[config.mk]
export PLATFORM = sky130hd
export DESIGN_NAME = f16_conv_scheduler
export DESIGN_NICKNAME = d
export VERILOG_FILES = /design/src/rtl/f16_conv_pkg.sv /design/src/rtl/f16_conv_scheduler_rr_arbiter.sv /design/src/rtl/f16_conv_scheduler.sv
export SDC_FILE = /design/constraint.sdc
export NUM_CORES = 1
export LEC_CHECK = 0
export CAP_MARGIN = 20
export CORE_MARGIN = 2
export CORE_UTILIZATION = 45
export DETAILED_ROUTE_END_ITERATION = 12
export DONT_BUFFER_PORTS = 1
export PLACE_DENSITY = 0.66
export RECOVER_POWER = 50
export SYNTH_ARGS = -nofsm -noshare
export SYNTH_HDL_FRONTEND = slang
export SYNTH_HIERARCHICAL = 1
export SYNTH_SLANG_ARGS = --single-unit
[constraint.sdc]
create_clock -name clk -period 7.68 [get_ports clk]
set_clock_uncertainty 0.15 [all_clocks]
set_input_delay 1.536 -clock clk [delete_from_list [all_inputs] [get_ports clk]]
set_output_delay 1.536 -clock clk [all_outputs]
set_load 0.02 [all_outputs]
[src/rtl/f16_conv_pkg.sv]
// ---------------------------------------------------------------------------
// f16_conv_pkg
// Shared constants, types and the F32->F16 truncating conversion function
// used by f16_conv_scheduler.
// Contents:
//   F32_* / EXP_BIAS_DELTA  exponent thresholds of the conversion
//   F16_INF / F16_MIN_SUB   magnitude codes for saturation and the floor value
//   conv_flags_t            per-conversion event flags {sat, floor}
//   conv_result_t           conversion result word plus flags
//   out_state_t             output register occupancy (EMPTY / FULL)
//   f32_to_f16()            combinational conversion
// ---------------------------------------------------------------------------
package f16_conv_pkg;

    localparam logic [7:0]  F32_EXP_SAT      = 8'd142;
    localparam logic [7:0]  F32_EXP_NORM_MIN = 8'd113;
    localparam logic [7:0]  F32_EXP_SUB_MIN  = 8'd103;
    localparam logic [7:0]  EXP_BIAS_DELTA   = 8'd112;
    localparam logic [14:0] F16_INF          = 15'h7C00;
    localparam logic [14:0] F16_MIN_SUB      = 15'h0001;

    typedef struct packed {
        logic sat;
        logic floor;
    } conv_flags_t;

    typedef struct packed {
        logic [15:0] data;
        conv_flags_t flags;
    } conv_result_t;

    typedef enum logic {
        ST_EMPTY = 1'b0,
        ST_FULL  = 1'b1
    } out_state_t;

    // Truncating conversion; no rounding anywhere.
    function automatic conv_result_t f32_to_f16(input logic [31:0] w);
        conv_result_t res;
        logic         s;
        logic [7:0]   e;
        logic [22:0]  m;
        logic [7:0]   e_adj;
        logic [7:0]   sh;
        logic [9:0]   sub_m;
        s     = w[31];
        e     = w[30:23];
        m     = w[22:0];
        e_adj = e - EXP_BIAS_DELTA;
        sh    = EXP_BIAS_DELTA - e;
        sub_m = 10'({1'b1, m[22:14]} >> sh[3:0]);
        res   = '0;
        if (e > F32_EXP_SAT) begin
            // Covers Inf and NaN as well: both collapse to signed Inf.
            res.data      = {s, F16_INF};
            res.flags.sat = 1'b1;
        end else if (e == 8'd0 && m == 23'd0) begin
            res.data = {s, 15'h0000};
        end else if (e >= F32_EXP_NORM_MIN) begin
            res.data = {s, e_adj[4:0], m[22:13]};
        end else if (e >= F32_EXP_SUB_MIN) begin
            // F16 subnormal: hidden bit made explicit, shifted by 0..9.
            res.data = {s, 5'h00, sub_m};
        end else begin
            // Too small for F16 but nonzero: keep the smallest magnitude so
            // the value never silently becomes zero.
            res.data        = {s, F16_MIN_SUB};
            res.flags.floor = 1'b1;
        end
        return res;
    endfunction

endpackage

[src/rtl/f16_conv_scheduler_rr_arbiter.sv]
// ---------------------------------------------------------------------------
// rr_arbiter
// Purely combinational round-robin pick: the first set bit of i_req found
// searching upward from i_ptr, wrapping at N.
// Ports:
//   i_req        N      request vector
//   i_ptr        IW     search start index
//   o_grant      N      one-hot grant (all zero when no request)
//   o_grant_idx  IW     index of the granted bit (0 when none)
//   o_any        1      at least one request present
// ---------------------------------------------------------------------------
module rr_arbiter #(
    parameter  int N  = 4,
    localparam int IW = $clog2(N)
) (
    input  logic [N-1:0]  i_req,
    input  logic [IW-1:0] i_ptr,
    output logic [N-1:0]  o_grant,
    output logic [IW-1:0] o_grant_idx,
    output logic          o_any
);

    int w_idx;

    always_comb begin
        // NOTE: every output gets a default before the search so no path
        // leaves a value unassigned, which would otherwise infer a latch.
        o_grant     = '0;
        o_grant_idx = '0;
        o_any       = 1'b0;
        w_idx       = 0;
        for (int k = 0; k < N; k++) begin
            w_idx = int'(i_ptr) + k;
            if (w_idx >= N) begin
                w_idx = w_idx - N;
            end
            if (!o_any && i_req[w_idx]) begin
                o_any          = 1'b1;
                o_grant[w_idx] = 1'b1;
                o_grant_idx    = IW'(w_idx);
            end
        end
    end

endmodule

[src/rtl/f16_conv_scheduler.sv]
// ---------------------------------------------------------------------------
// f16_conv_scheduler
// One F32->F16 conversion datapath shared by N_REQ requesters through a
// round-robin arbiter, feeding a single registered valid/ready output.
// Counts saturation and underflow-floor events for accuracy monitoring.
// Ports:
//   clk, rst                 clock, synchronous active-high reset
//   req_valid / req_ready    per-requester handshake (req_ready is one-hot)
//   req_data                 packed F32 words, requester i at [32*i +: 32]
//   out_valid / out_ready    output handshake
//   out_data / out_id        F16 result and the requester that produced it
//   clr_cnt                  synchronous clear of both counters
//   sat_cnt / floor_cnt      saturating event counters
// ---------------------------------------------------------------------------
module f16_conv_scheduler
    import f16_conv_pkg::*;
#(
    parameter  int N_REQ = 4,
    parameter  int CNT_W = 16,
    localparam int IW    = $clog2(N_REQ)
) (
    input  logic                 clk,
    input  logic                 rst,
    input  logic [N_REQ-1:0]     req_valid,
    input  logic [32*N_REQ-1:0]  req_data,
    output logic [N_REQ-1:0]     req_ready,
    output logic                 out_valid,
    input  logic                 out_ready,
    output logic [15:0]          out_data,
    output logic [IW-1:0]        out_id,
    input  logic                 clr_cnt,
    output logic [CNT_W-1:0]     sat_cnt,
    output logic [CNT_W-1:0]     floor_cnt
);

    localparam logic [CNT_W-1:0] CNT_MAX = '1;

    out_state_t       r_state;
    logic [15:0]      r_data;
    logic [IW-1:0]    r_id;
    logic [IW-1:0]    r_ptr;
    logic [CNT_W-1:0] r_sat_cnt;
    logic [CNT_W-1:0] r_floor_cnt;

    logic [N_REQ-1:0] w_grant;
    logic [IW-1:0]    w_grant_idx;
    logic             w_any;
    logic             w_can_accept;
    logic             w_xfer;
    logic [IW-1:0]    w_ptr_next;
    logic [31:0]      w_word;
    conv_result_t     w_conv;

    rr_arbiter #(.N(N_REQ)) u_arb (
        .i_req       (req_valid),
        .i_ptr       (r_ptr),
        .o_grant     (w_grant),
        .o_grant_idx (w_grant_idx),
        .o_any       (w_any)
    );

    // Draining and refilling in the same cycle keeps throughput at 1/clk.
    // Ready is held low during reset so a request is never consumed by a
    // cycle whose result is thrown away.
    assign w_can_accept = (r_state == ST_EMPTY) || (out_ready && r_state == ST_FULL);
    assign req_ready    = w_grant & {N_REQ{w_can_accept && !rst}};
    assign w_xfer       = w_any && w_can_accept && !rst;
    assign w_ptr_next   = (w_grant_idx == IW'(N_REQ - 1)) ? '0 : w_grant_idx + IW'(1);
    assign w_word       = req_data[32*w_grant_idx +: 32];
    assign w_conv       = f32_to_f16(w_word);

    always_ff @(posedge clk) begin
        // NOTE: non-blocking assignments so every register here samples
        // pre-edge values regardless of statement order.
        if (rst) begin
            r_state     <= ST_EMPTY;
            r_data      <= '0;
            r_id        <= '0;
            r_ptr       <= '0;
            r_sat_cnt   <= '0;
            r_floor_cnt <= '0;
        end else begin
            if (w_xfer) begin
                r_state <= ST_FULL;
                r_data  <= w_conv.data;
                r_id    <= w_grant_idx;
                r_ptr   <= w_ptr_next;
            end else if (out_ready && r_state == ST_FULL) begin
                r_state <= ST_EMPTY;
            end

            // Clear wins over a same-cycle event.
            if (clr_cnt) begin
                r_sat_cnt <= '0;
            end else if (w_xfer && w_conv.flags.sat && r_sat_cnt != CNT_MAX) begin
                r_sat_cnt <= r_sat_cnt + 1'b1;
            end

            if (clr_cnt) begin
                r_floor_cnt <= '0;
            end else if (w_xfer && w_conv.flags.floor && r_floor_cnt != CNT_MAX) begin
                r_floor_cnt <= r_floor_cnt + 1'b1;
            end
        end
    end

    assign out_valid = (r_state == ST_FULL);
    assign out_data  = r_data;
    assign out_id    = r_id;
    assign sat_cnt   = r_sat_cnt;
    assign floor_cnt = r_floor_cnt;

endmodule

run_1/ff_map.png
The bar under the picture is 20 um long. Other sequential cells in the stronger gray, the rest of the logic in the fainter gray.
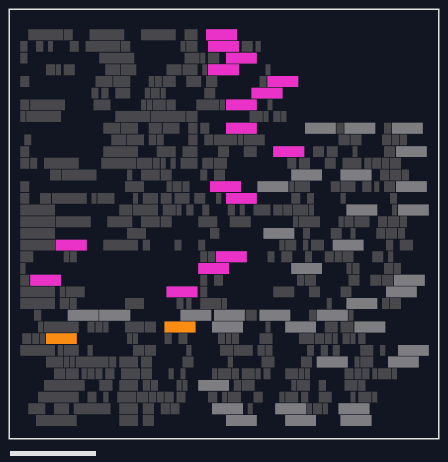
| color | netlist name | placed flops |
|---|---|---|
| magenta | out_data | 16 |
| orange | out_id | 2 |
Seq/total area: 0.251
Final Util: 0.479

run_1/clock_nets.png
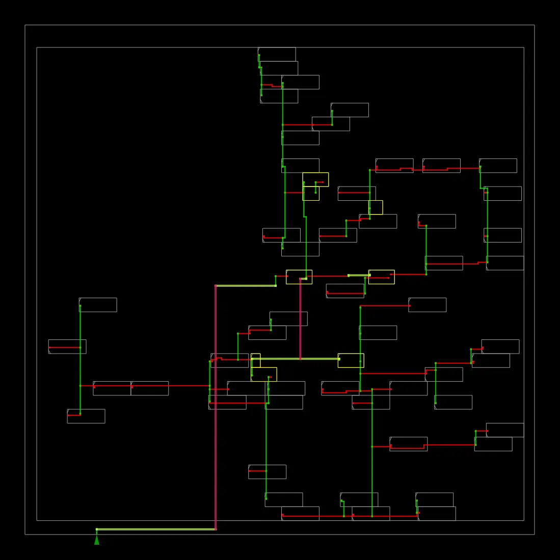
CTS Buf Count: 5
clk_lat worst skew: 0.31 ns

==> CHANGELOG.md, run 1 <==
## Flow update

* Ranking of synthesized cells by area: dfxtp_1 26%, mux4_2 13%, ha_1 4.9%, nor2_1 3.3%, xnor2_1 3.0%
* Vias in the first global route at 3373
* OpenROAD warnings at 36
* Core area at between 0.008 and 0.009 mm^2
* Switch share at 0.485
* Tapcells at approximately 110
* Comb/total area at 0.676
* Status: completed
* Worst Hold End: out_data[8]
* Met3 Wirelength at 992 um
* Tmin final at 6.17 ns
* Yosys stat area at roughly 0.004 mm^2
* Slowest stage cell, crit path: o2111a_1
* Non-CTS buffers at 3
* Clock share of power at 0.092
* Inverter count at 15
* Seq pwr share at 0.235
* Net Count, Synth at between 600 and 700
* Worst slew pin tran at approximately 1.1 ns
* Number of cells in Yosys stat at 450
* Post-CTS setup buffers at 0
* Area fraction in compound gates at 0.160
* Crit path DRT at 7.69 ns
* Seq pwr at 0.407 mW
* First-pass GRT wire length at 19200 um
* Row cnt at 34
* CP Launch Point: req_valid[2]
* RR Endpoint: out_data[9]
* PortBufs at 0
* Met1 wire length at 5240 um
* P&R area growth vs syn at 2.62%
* Total net switching power at 0.841 mW
* Combinational power share at 0.673
* Drt drc at 0
* Final Non-Filler Cells at 545
* Reg2reg setup slack at 1.64 ns
* Post-Syn Area at 0.00411 mm^2
* Crit path DAT at about 6 ns
* Yosys cell types at 62
* CTS Hold Bufs at 0
* Hold Path Class: flip-flop to flip-flop
* Power Total at 1.73 mW
* Max_cap viols at 0
* Clk slew on worst S/H paths at 0.09 ns
* Met3 Use GR at 0.0590
* Number of synthesized flops with an enable pin at 0
* DR vias/cell at 6.77
* Peak supply drop at 0.274 mV
* Combinational gate count at 355
* Area of all placed cells without fillers at 0.00422 mm^2
* Number of synthesized register bits at around 53
* Async S/R FF share, synth at 0
* FF-to-FF Start: r_ptr[0]
* Comb power at between 1 and 1.5 mW
* DR top layer: met4
* Multiplexer area fraction after synthesis at 0.202
* Critical path class: primary input to flip-flop
* Pre-antenna DRT Iters at 5
* Routed via count at 3692
* Post-synth top cells: 53 x dfxtp_1, 36 x nor2_1, 32 x nand2_1
* AND/OR/NAND/NOR Cells, Area Fraction at 0.245
* Root Buffer: clkbuf_8
* Final period util at 0.803
* Fmax at 162 MHz
* Hold_ws at 0.424 ns
* Layout cells sized above 1 at 0.127
run_1/layers.png
The bar under the picture is 20 um long.
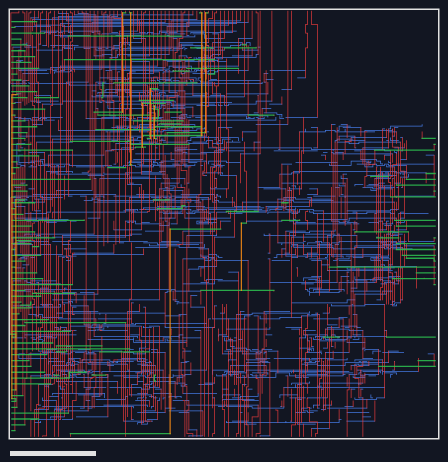
| color | layer | wire length |
|---|---|---|
| orange | M4 | 323 um |
| green | M3 | 993 um |
| red | M2 | 6390 um |
| blue | M1 | 5240 um |
Tot GR Track Use: 0.249
WL/cell: 23.7 um
DRT Wirelength: 12900 um

==> run 1: cell usage in the layout (no fill, tap or decap), types with 11 or more instances in the layout <==
| master | synthesis | routed |
|---|---|---|
| inv_1 | 14 | 14 |
| ha_1 | 16 | 16 |
| mux4_2 | 24 | 24 |
| a21oi_1 | 24 | 24 |
| or4_1 | 11 | 11 |
| xnor2_1 | 14 | 14 |
| nand2_1 | 32 | 32 |
| mux2i_1 | 11 | 11 |
| dfxtp_1 | 53 | 53 |
| nor3_1 | 22 | 22 |
| o21ai_0 | 18 | 18 |
| a22oi_1 | 11 | 11 |
| nor2_1 | 36 | 36 |
| nor4_1 | 13 | 13 |
| nand3_1 | 13 | 13 |
| o31ai_1 | 12 | 11 |
==> run 1 -> run 2 <==
--- a/config.mk
+++ b/config.mk
@@ -10,7 +10,7 @@
 export CORE_UTILIZATION = 45
 export DETAILED_ROUTE_END_ITERATION = 12
 export DONT_BUFFER_PORTS = 1
-export PLACE_DENSITY = 0.66
+export PLACE_DENSITY = 0.68
 export RECOVER_POWER = 50
 export SYNTH_ARGS = -nofsm -noshare
 export SYNTH_HDL_FRONTEND = slang
==> constraint.sdc (replaced) <==
create_clock -name clk -period 5.44 [get_ports clk]
set_clock_uncertainty 0.15 [all_clocks]
set_input_delay 1.088 -clock clk [delete_from_list [all_inputs] [get_ports clk]]
set_output_delay 1.088 -clock clk [all_outputs]
set_load 0.02 [all_outputs]
run_2/port_trees.png
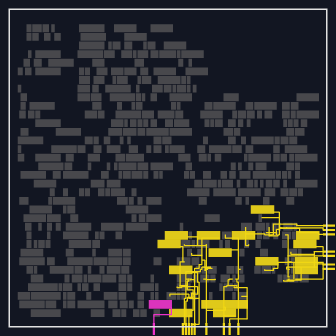
| color | port | bits | direction | edge | end cells | wire |
|---|---|---|---|---|---|---|
| magenta | out_valid | 1 | output | south | 1 | 11.1 um |
| yellow | sat_cnt | 16 | output | 9 south, 7 east | 16 | 511 um |
PortBufs: 0
Top-Level Pins: 191

==> CHANGELOG.md, run 2 <==
## Flow update

* Number of synthesized register bits at 53
* Reg2reg setup slack at 0.41 ns
* Vias in the first global route at ~3300
* Crit path DRT at 5.51 ns
* Critical path class: flip-flop to flip-flop
* CTS Buf Count at 5
* Routed via count at 3687
* Combinational power share at 0.684
* Async S/R FF share, synth at 0
* Peak supply drop at ~0.44 mV
* Switch share at 0.466
* WL/cell at ~23 um
* Hold Path Class: flip-flop to flip-flop
* Pre-antenna DRT Iters at 4
* CTS Hold Bufs at 0
* OpenROAD warnings at 36
* Number of cells in Yosys stat at 450
* Root Buffer: clkbuf_8
* Clk_lat worst skew at roughly 0.30 ns
* Net Count, Synth at 602
* Comb power at 1.72 mW
* Area fraction in compound gates at 0.160
* Seq pwr share at 0.223
* Max_cap viols at 0
* RR Endpoint: floor_cnt[10]
* Yosys cell types at 62
* Status: completed
* Core area at 0.00881 mm^2
* DR top layer: met4
* Met1 wire length at 5080 um
* FF-to-FF Start: r_ptr[0]
* Worst Hold End: out_data[6]
* Layout cells sized above 1 at 0.158
* Crit path DAT at between 5 and 6 ns
* Met3 Use GR at 0.0696
* DRT Wirelength at 12700 um
* Final Util at 0.493
* Multiplexer area fraction after synthesis at 0.202
* Tmin final at 5.03 ns
run_2/sizing.png
The bar under the picture is 20 um long.
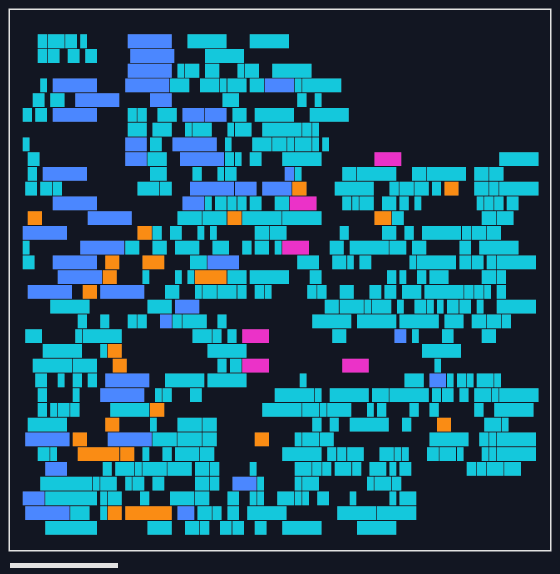
| color | size | cells | share |
|---|---|---|---|
| magenta | x6 and larger | 6 | 1.3% |
| cyan | x1 and smaller | 377 | 84% |
| orange | x3 and x4 | 22 | 4.9% |
| blue | x2 | 43 | 9.6% |
Non-CTS buffers: 17
final worst setup slack: 0.414 ns
P&R area growth vs syn: 5.54%
area of all placed cells without fillers: 0.00434 mm^2

## run 2: final cells by class
type                            count  area, um^2
Fill cell                         807        4470
Clock inverter                      2        13.8
Multi-Input combinational cell    355        2860
Clock buffer                        6        82.6
Antenna cell                        3        7.51
Tap cell                          108         135
Inverter                           15        56.3
Sequential cell                    53        1060
Timing Repair Buffer               17         128
## run 2: worst max-delay path by stage
stage                       from            end  slack [ns]  cells past startpoint
floorplan           req_valid[2]    out_data[0]        0.21                     15
global placement    req_valid[3]  floor_cnt[11]        0.21                     11
detailed placement  req_valid[3]  floor_cnt[10]        0.12                     11
CTS                     r_ptr[0]  floor_cnt[10]        0.29                     12
global route            r_ptr[0]  floor_cnt[10]        0.02                     13
finish                  r_ptr[0]  floor_cnt[10]        0.41                     13
==> run 2 -> run 3 <==
--- a/config.mk
+++ b/config.mk
@@ -7,12 +7,11 @@
 export LEC_CHECK = 0
 export CAP_MARGIN = 20
 export CORE_MARGIN = 2
-export CORE_UTILIZATION = 45
+export CORE_UTILIZATION = 59
 export DETAILED_ROUTE_END_ITERATION = 12
 export DONT_BUFFER_PORTS = 1
-export PLACE_DENSITY = 0.68
+export PLACE_DENSITY = 0.84
 export RECOVER_POWER = 50
 export SYNTH_ARGS = -nofsm -noshare
 export SYNTH_HDL_FRONTEND = slang
-export SYNTH_HIERARCHICAL = 1
 export SYNTH_SLANG_ARGS = --single-unit
run_3/clock_nets.png
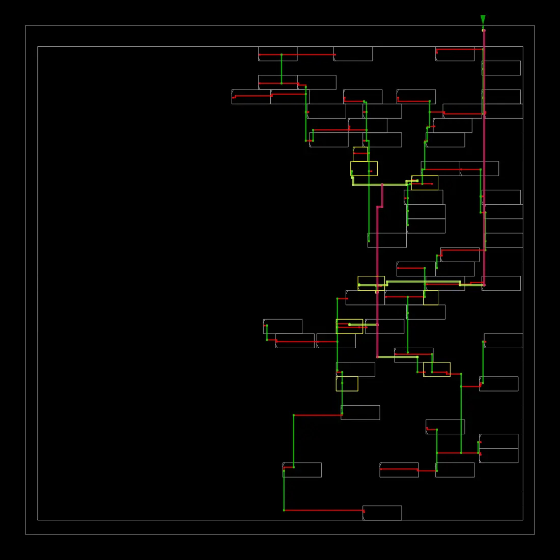
clock-net power: 0.231 mW
# clock sinks: 53
flip-flops: 53
Clock buffer cells: 5

==> CHANGELOG.md, run 3 <==
## Flow update

* Mean post-synth cell area at 7.45 um^2
* CTS Hold Bufs at 0
* Vias in the first global route at 5028
* Row cnt at 33
* Ranking of synthesized cells by area: dfxtp_1 21%, nand2_1 4.4%, a21oi_1 4.1%, nor2_1 3.9%, nand3_1 3.7%
* Cell type with the largest total area: dfxtp_1
* WL/cell at 21.0 um
* Seq share, synth at 0.210
* Hold Path Class: flip-flop to flip-flop
* Post-CTS setup buffers at 0
* Clk_lat worst skew at 0.31 ns
* Layout cells sized above 1 at 0.106
* Combinational power share at 0.722
* CTS Buf Count at 5
* Setup crit end kind: flip-flop
* Fmax at 203 MHz
* Met1 wire length at 6450 um
* M1 GR Usage at 0.413
* Seq pwr share at 0.197
* Critical path class: flip-flop to flip-flop
* Power Total at around 2.8 mW
* Comb power at 2.05 mW
* PortBufs at 0
* Final nets at 802
* Seq pwr at approximately 0.56 mW
* Worst slew pin tran at 1.26 ns
* DR top layer: met4
* Hold_ws at 0.427 ns
* Area of all placed cells without fillers at between 0.005 and 0.006 mm^2
* Final Util at 0.633
* Clock share of power at 0.081
* Number of synthesized register bits at 53
* Yosys cell types at 71
* Max_cap viols at 0
* Total net switching power at 1.55 mW
* Slowest stage cell, crit path: clkbuf_1
* Status: completed
* Multiplexer area fraction after synthesis at 0.0793
* First-pass GRT wire length at roughly 24000 um
* Drt drc at 0
* Synthesized instance count at 677
* Relative slew slack at 0.158
* Pre-antenna DRT Iters at 5
* Switch share at 0.543
* Async S/R FF share, synth at 0
* Crit path DAT at 5.03 ns
* Routed via count at roughly 5500
* Post-Syn Area at 0.00505 mm^2
* Hold Violations, Final at 0
* Top Layout Cells: 59 x nand2_1, 53 x nor2_1, 53 x dfxtp_1
* Peak supply drop at 0.289 mV
* Crit path DRT at 5.53 ns
* Diode count at 0
* DR vias/cell at 7.18
* Tmin final at slightly below 5 ns
* Post-synth top cells: 59 x nand2_1, 53 x dfxtp_1, 53 x nor2_1
* Placed cell area at ~0.0051 mm^2
* FP Core Util at 0.611
* Most frequent logic cell in the layout: nand2_1
* Number of cells in Yosys stat at 677
* Met3 Wirelength at approximately 1400 um
* Top-Level Pins at 191
* DRT Wirelength at 16000 um
* Pre-CTS setup slack at about 0.44 ns
* Tot GR Track Use at 0.326
* Yosys stat area at 0.00505 mm^2
* Area fraction in compound gates at 0.295
* Root Buffer: clkbuf_8
* Final period util at 0.908
* Final worst setup slack at 0.503 ns
* AND/OR/NAND/NOR Cells, Area Fraction at 0.307
* Final Non-Filler Cells at around 760
* OpenROAD warnings at 30
* Number of synthesized flops with an enable pin at 0
* Met2 usage at 0.544
* Most frequent cell after synthesis: nand2_1
* Met3 Use GR at 0.0683
* P&R area growth vs syn at 3.57%
* Core area at 0.00826 mm^2
* Net Count, Synth at 821
* Clk slew on worst S/H paths at 0.10 ns
run_3/port_trees.png
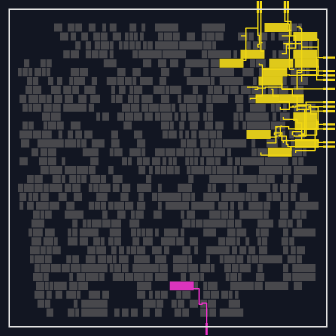

-- run 3: cell types whose count changed in the layout (fill, tap and decap cells not counted), sizes merged, moves of 13 or more --
cell	delta
nand3	+24
a211oi	+18
nor2	+21
o21ai	+13
mux4	-22
nand2	+26
and3	+14
a21oi	+18
-- run 3: final timing paths --
path	endpoint	from	cells past startpoint	slack, ns
setup / recovery	floor_cnt[9]	r_ptr[1]	14	0.50
hold / removal	out_data[9]	out_data[9]	2	0.43
setup reg to reg	floor_cnt[9]	r_ptr[1]	14	0.50
hold reg to reg	out_data[9]	out_data[9]	2	0.43
-- run 3: layout make-up --
cell class	instances	area (um^2)
Multi-Input combinational cell	556	3680
Fill cell	753	3030
Sequential cell	53	1060
Timing Repair Buffer	27	199
Tap cell	105	131
Clock buffer	5	68.8
Inverter	15	56.3
Clock inverter	3	26.3
No activity file was given, so power comes from the tool's default toggle rates.
